### config.mk
export PLATFORM = sky130hd
export DESIGN_NAME = ftoi_pipe
export DESIGN_NICKNAME = d
export VERILOG_FILES = /design/src/rtl/ftoi_pipe.sv
export SDC_FILE = /design/constraint.sdc
export NUM_CORES = 1
export LEC_CHECK = 0
export ABC_AREA = 1
export CAP_MARGIN = 20
export CORE_MARGIN = 5
export CORE_UTILIZATION = 40
export DETAILED_ROUTE_END_ITERATION = 16
export PLACE_DENSITY_LB_ADDON = 0.12
export SLEW_MARGIN = 0
export SYNTH_ARGS = -nofsm -noshare
export SYNTH_HDL_FRONTEND = slang
export SYNTH_SLANG_ARGS = --single-unit
### constraint.sdc
create_clock -name clk -period 4.56 [get_ports clk]
set_clock_uncertainty 0.15 [all_clocks]
set_input_delay 0.684 -clock clk [delete_from_list [all_inputs] [get_ports clk]]
set_output_delay 0.684 -clock clk [all_outputs]
set_load 0.05 [all_outputs]
### src/rtl/ftoi_pipe.sv
// ftoi_pipe -- pipelined IEEE-754 binary32 -> integer converter (fcvt.w/wu.s class).
//
// Two register stages with valid/ready flow control:
//   stage 1 : unpack, align {1,m} by (e-127), extract guard/sticky, classify
//   stage 2 : round per rm, negate, range-check / saturate, flags
//
// Ports
//   clk, rst            clock, synchronous active-high reset
//   in_valid/in_ready   operand handshake
//   in_x                binary32 operand
//   in_rm               rounding mode (0 RNE, 1 RTZ, 2 RDN, 3 RUP, 4 RMM, 5-7 RTZ)
//   in_sgn              1 = signed result, 0 = unsigned
//   in_tag              opaque tag, passed through
//   out_valid/out_ready result handshake
//   out_y, out_tag      integer result and its tag
//   out_nv, out_nx      invalid / inexact flags
//
// Build option
//   FTOI_FLAGS_EN  defined: out_nv/out_nx registered with out_y.
//                  undefined: out_nv/out_nx tied 0 (saturation still applied).
module ftoi_pipe #(
   parameter int OUT_W = 32,
   parameter int TAG_W = 5
) (
   input  logic             clk,
   input  logic             rst,
   input  logic             in_valid,
   output logic             in_ready,
   input  logic [31:0]      in_x,
   input  logic [2:0]       in_rm,
   input  logic             in_sgn,
   input  logic [TAG_W-1:0] in_tag,
   output logic             out_valid,
   input  logic             out_ready,
   output logic [OUT_W-1:0] out_y,
   output logic [TAG_W-1:0] out_tag,
   output logic             out_nv,
   output logic             out_nx
);

   // Magnitude carries one bit beyond OUT_W so 2^OUT_W (unsigned overflow) is
   // still representable; rounding may add one more carry bit.
   localparam int MW = OUT_W + 1;
   localparam int RW = OUT_W + 2;
   localparam int WW = MW + 24;
   localparam logic signed [9:0] BIG_E = 10'(OUT_W + 1);
   localparam logic [RW-1:0]    HALF  = {{(RW-1){1'b0}}, 1'b1} << (OUT_W - 1);
   localparam logic [OUT_W-1:0] SMAX  = {1'b0, {(OUT_W-1){1'b1}}};
   localparam logic [OUT_W-1:0] SMIN  = {1'b1, {(OUT_W-1){1'b0}}};
   localparam logic [OUT_W-1:0] UMAX  = {OUT_W{1'b1}};

   logic s2_load, s1_adv;

   // ---------------- stage 1: unpack / align ----------------
   logic             s1_valid_q, s1_valid_d;
   logic             s1_sign_q, s1_sign_d;
   logic [MW-1:0]    s1_mag_q, s1_mag_d;
   logic             s1_g_q, s1_g_d, s1_s_q, s1_s_d;
   logic             s1_nan_q, s1_nan_d, s1_big_q, s1_big_d;
   logic [2:0]       s1_rm_q, s1_rm_d;
   logic             s1_sgn_q, s1_sgn_d;
   logic [TAG_W-1:0] s1_tag_q, s1_tag_d;

   logic [7:0]        exp_x;
   logic [23:0]       mant24;
   logic signed [9:0] exp_s;
   logic [5:0]        sh_r;
   logic [6:0]        sh_l;
   logic [47:0]       frac_sh;
   logic [MW-1:0]     u_mag;
   logic              u_g, u_s, u_nan, u_big;

   assign exp_x  = in_x[30:23];
   assign mant24 = {1'b1, in_x[22:0]};
   assign exp_s  = $signed({2'b00, exp_x}) - 10'sd127;

   always_comb begin
      u_mag   = '0;
      u_g     = 1'b0;
      u_s     = 1'b0;
      u_nan   = 1'b0;
      u_big   = 1'b0;
      sh_r    = '0;
      sh_l    = '0;
      frac_sh = '0;
      if (exp_x == 8'hFF) begin
         u_nan = |in_x[22:0];
         u_big = ~|in_x[22:0];
      end else if (exp_x == 8'h00) begin
         u_s = |in_x[22:0];                // zero / subnormal: |x| < 0.5
      end else if (exp_s < -10'sd1) begin
         u_s = 1'b1;                       // 0 < |x| < 0.5: sticky only
      end else if (exp_s >= BIG_E) begin
         u_big = 1'b1;                     // caught before any shift can wrap
      end else if (exp_s <= 10'sd23) begin
         // Fraction bits land in [23:0]: guard at 23, sticky below.
         sh_r    = 6'(10'sd23 - exp_s);
         frac_sh = {mant24, 24'b0} >> sh_r;
         u_mag   = MW'(frac_sh[47:24]);
         u_g     = frac_sh[23];
         u_s     = |frac_sh[22:0];
      end else begin
         sh_l  = 7'(exp_s - 10'sd23);
         u_mag = MW'(WW'(mant24) << sh_l);
      end
   end

   always_comb begin
      s1_valid_d = s1_valid_q;
      s1_sign_d  = s1_sign_q;
      s1_mag_d   = s1_mag_q;
      s1_g_d     = s1_g_q;
      s1_s_d     = s1_s_q;
      s1_nan_d   = s1_nan_q;
      s1_big_d   = s1_big_q;
      s1_rm_d    = s1_rm_q;
      s1_sgn_d   = s1_sgn_q;
      s1_tag_d   = s1_tag_q;
      if (s1_adv) begin
         s1_valid_d = in_valid;
         if (in_valid) begin
            s1_sign_d = in_x[31];
            s1_mag_d  = u_mag;
            s1_g_d    = u_g;
            s1_s_d    = u_s;
            s1_nan_d  = u_nan;
            s1_big_d  = u_big;
            s1_rm_d   = in_rm;
            s1_sgn_d  = in_sgn;
            s1_tag_d  = in_tag;
         end
      end
   end

   // ---------------- stage 2: round / saturate ----------------
   logic             up;
   logic [RW-1:0]    rmag;
   logic [OUT_W-1:0] mag_o;
   logic [OUT_W-1:0] r_y;
   logic             r_nv, r_nx;

   always_comb begin
      up = 1'b0;
      case (s1_rm_q)
         3'd0:    up = s1_g_q & (s1_s_q | s1_mag_q[0]);
         3'd2:    up = s1_sign_q & (s1_g_q | s1_s_q);
         3'd3:    up = ~s1_sign_q & (s1_g_q | s1_s_q);
         3'd4:    up = s1_g_q;
         default: up = 1'b0;
      endcase
      rmag  = {1'b0, s1_mag_q} + {{(RW-1){1'b0}}, up};
      mag_o = rmag[OUT_W-1:0];
      r_y   = s1_sign_q ? -mag_o : mag_o;
      r_nv  = 1'b0;
      r_nx  = s1_g_q | s1_s_q;
      if (s1_nan_q) begin
         r_y  = s1_sgn_q ? SMAX : UMAX;
         r_nv = 1'b1;
      end else if (s1_big_q) begin
         r_y  = s1_sign_q ? (s1_sgn_q ? SMIN : '0) : (s1_sgn_q ? SMAX : UMAX);
         r_nv = 1'b1;
      end else if (!s1_sign_q) begin
         if (s1_sgn_q ? (rmag >= HALF) : (|rmag[RW-1:OUT_W])) begin
            r_y  = s1_sgn_q ? SMAX : UMAX;
            r_nv = 1'b1;
         end
      end else if (s1_sgn_q) begin
         if (rmag > HALF) begin
            r_y  = SMIN;
            r_nv = 1'b1;
         end
      end else if (rmag != '0) begin
         // unsigned, negative operand that rounds to -1 or below
         r_y  = '0;
         r_nv = 1'b1;
      end
      if (r_nv) r_nx = 1'b0;
   end

   assign s2_load  = !out_valid || out_ready;
   assign s1_adv   = !s1_valid_q || s2_load;
   assign in_ready = s1_adv;

   logic             out_valid_q, out_valid_d;
   logic [OUT_W-1:0] out_y_q, out_y_d;
   logic [TAG_W-1:0] out_tag_q, out_tag_d;

   always_comb begin
      out_valid_d = out_valid_q;
      out_y_d     = out_y_q;
      out_tag_d   = out_tag_q;
      if (s2_load) begin
         out_valid_d = s1_valid_q;
         if (s1_valid_q) begin
            out_y_d   = r_y;
            out_tag_d = s1_tag_q;
         end
      end
   end

   always_ff @(posedge clk) begin
      if (rst) begin
         s1_valid_q  <= 1'b0;
         s1_sign_q   <= 1'b0;
         s1_mag_q    <= '0;
         s1_g_q      <= 1'b0;
         s1_s_q      <= 1'b0;
         s1_nan_q    <= 1'b0;
         s1_big_q    <= 1'b0;
         s1_rm_q     <= '0;
         s1_sgn_q    <= 1'b0;
         s1_tag_q    <= '0;
         out_valid_q <= 1'b0;
         out_y_q     <= '0;
         out_tag_q   <= '0;
      end else begin
         s1_valid_q  <= s1_valid_d;
         s1_sign_q   <= s1_sign_d;
         s1_mag_q    <= s1_mag_d;
         s1_g_q      <= s1_g_d;
         s1_s_q      <= s1_s_d;
         s1_nan_q    <= s1_nan_d;
         s1_big_q    <= s1_big_d;
         s1_rm_q     <= s1_rm_d;
         s1_sgn_q    <= s1_sgn_d;
         s1_tag_q    <= s1_tag_d;
         out_valid_q <= out_valid_d;
         out_y_q     <= out_y_d;
         out_tag_q   <= out_tag_d;
      end
   end

   assign out_valid = out_valid_q;
   assign out_y     = out_y_q;
   assign out_tag   = out_tag_q;

`ifdef FTOI_FLAGS_EN
   logic out_nv_q, out_nv_d, out_nx_q, out_nx_d;

   always_comb begin
      out_nv_d = out_nv_q;
      out_nx_d = out_nx_q;
      if (s2_load && s1_valid_q) begin
         out_nv_d = r_nv;
         out_nx_d = r_nx;
      end
   end

   always_ff @(posedge clk) begin
      if (rst) begin
         out_nv_q <= 1'b0;
         out_nx_q <= 1'b0;
      end else begin
         out_nv_q <= out_nv_d;
         out_nx_q <= out_nx_d;
      end
   end

   assign out_nv = out_nv_q;
   assign out_nx = out_nx_q;
`else
   // Flag terms have no load here; synthesis trims them.
   logic unused_flags;
   assign unused_flags = r_nv ^ r_nx;
   assign out_nv = 1'b0;
   assign out_nx = 1'b0;
`endif

endmodule

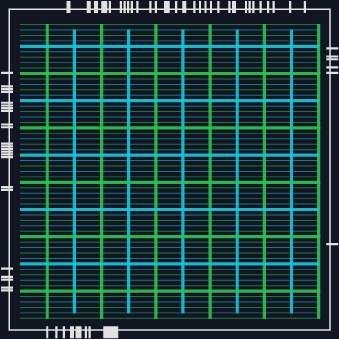
pdn.png
Scale: 2 px per um. Pins as bars on the die edge.
| net | colour |
|---|---|
| VDD | cyan |
| VSS | green |
met4 straps: 11
met5 straps: 10
signal pins: 86
DIE WIDTH: 160 um
Die H: 160 um

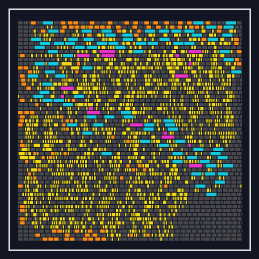
cell_classes.png
Scale: 1.5 px per um. Fill, decap, tap and diode cells in grey.
| class | colour | cells | share of their area |
|---|---|---|---|
| flip-flops | cyan | 86 | 17% |
| other buffers and delay cells | orange | 113 | 11% |
| clock drivers and dummy loads | magenta | 16 | 3.0% |
| all other logic | yellow | 1436 | 69% |

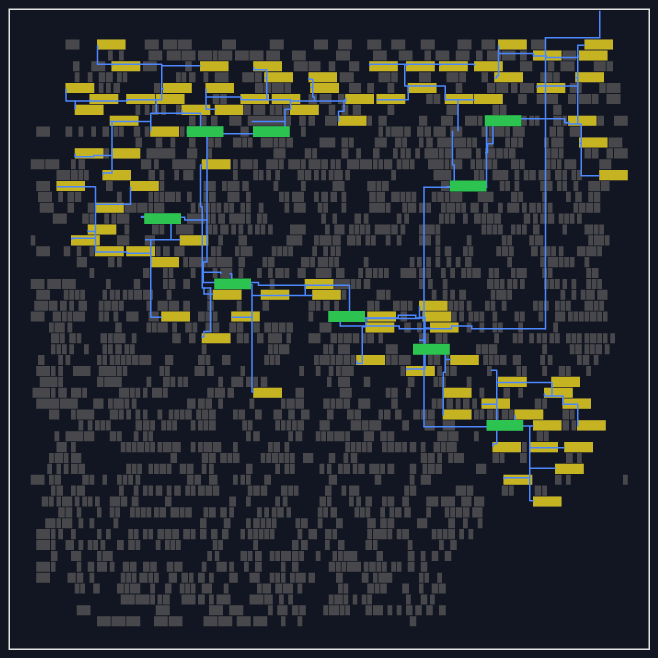
clock_map.png
Scale: 4 px per um.
[flip-flops] yellow | count: 86
[cells driving clock nets] green | count: 9
[clock wires] blue | length: 1220 um
routed clock nets: 10

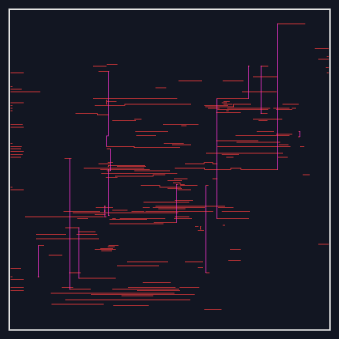
metal_stack.png
Scale: 2 px per um. Only two layers are drawn.
| layer | colour | wire length |
|---|---|---|
| met4 | magenta | 422 um |
| met3 | red | 2110 um |
routed via count: 10500
Post-Route WL: 30.8 mm
WL/cell: 16.0 um

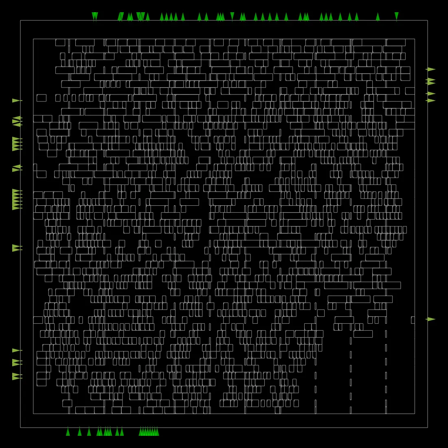
final_placement.png
Util after Layout: 47.1%
FFs & Latches: 86
proportion of cell area occupied by registers: 16.7%

==> flow_summary.ini <==
; flow metrics
[critical_path]
crit_chain = clkdlybuf4s50_1 > ha_1 > nand2_1 > nor2_1 > nand2_1 > nand2_1 > inv_1 > ha_1 > inv_1 > nand2_1 > xor2_1 > inv_1 > nand2_1 > nor2_1 > nand3_1 > a21oi_1 > o21ai_0 > a21oi_1
r2r-start = s1_rm_q[0]$_SDFFE_PP0P_
cp.arrival_ns = 4.12
end_kind = register
crit_top_cell = nand2_1
cp.required_ns = 4.69
worst_setup_path_start_kind = primary input
r2r_setup_slack_ns = 0.70

[floorplan]
io_pins = 86
chipArea_um2 = 25500
n_tap_cell = 280

[finish]
comb_share_pct = 62.0
largest_reg_flops = 33
clk_share_pct = 2.89
syn_to_final_growth_pct = 15.5
final_common_cell = nand2_1
num-clock-buffers = 10
bufAreaShareNonClock_pct = 10.2
logic_area_um2 = 6410
nMultiInputCombCells = 1301

[run_status]
run_status = complete, no violations

[synthesis]
synthFlopType = dfxtp_1
ys_top_cells_by_area = nand2_1, dfxtp_1, o21ai_0
mux_share_pct = 0.559
ys_cells = 1599
ys_sh_aoi_pct = 23.3

[grt]
grt_pass1_vias = 9459
grt_pass1_wl_mm = 49.9
met2_usage_pct = 35.8
track_usage_pct = 23.7

[power_and_ir_drop]
p_total_mw = 2.62
p_seq_share_pct = 31.1
pg_comb_mw = 1.06
p_leak_nw = 4.44
cellPowerDensity_nw_per_um2 = 253

[placed_design]
port_buffers = 83
place.gp.congestion = 0.961
placedCellCount = 1915

[min_path]
min_path_cells = 2

[clocking]
cts_sinks = 86
tritoncts = built
worstSkewPairLatency_ns = 0.35
cts_buffers = 9

[sta]
setup_violations = 0
slew_headroom_pct = 37.0
rsz0062_at_grt = no
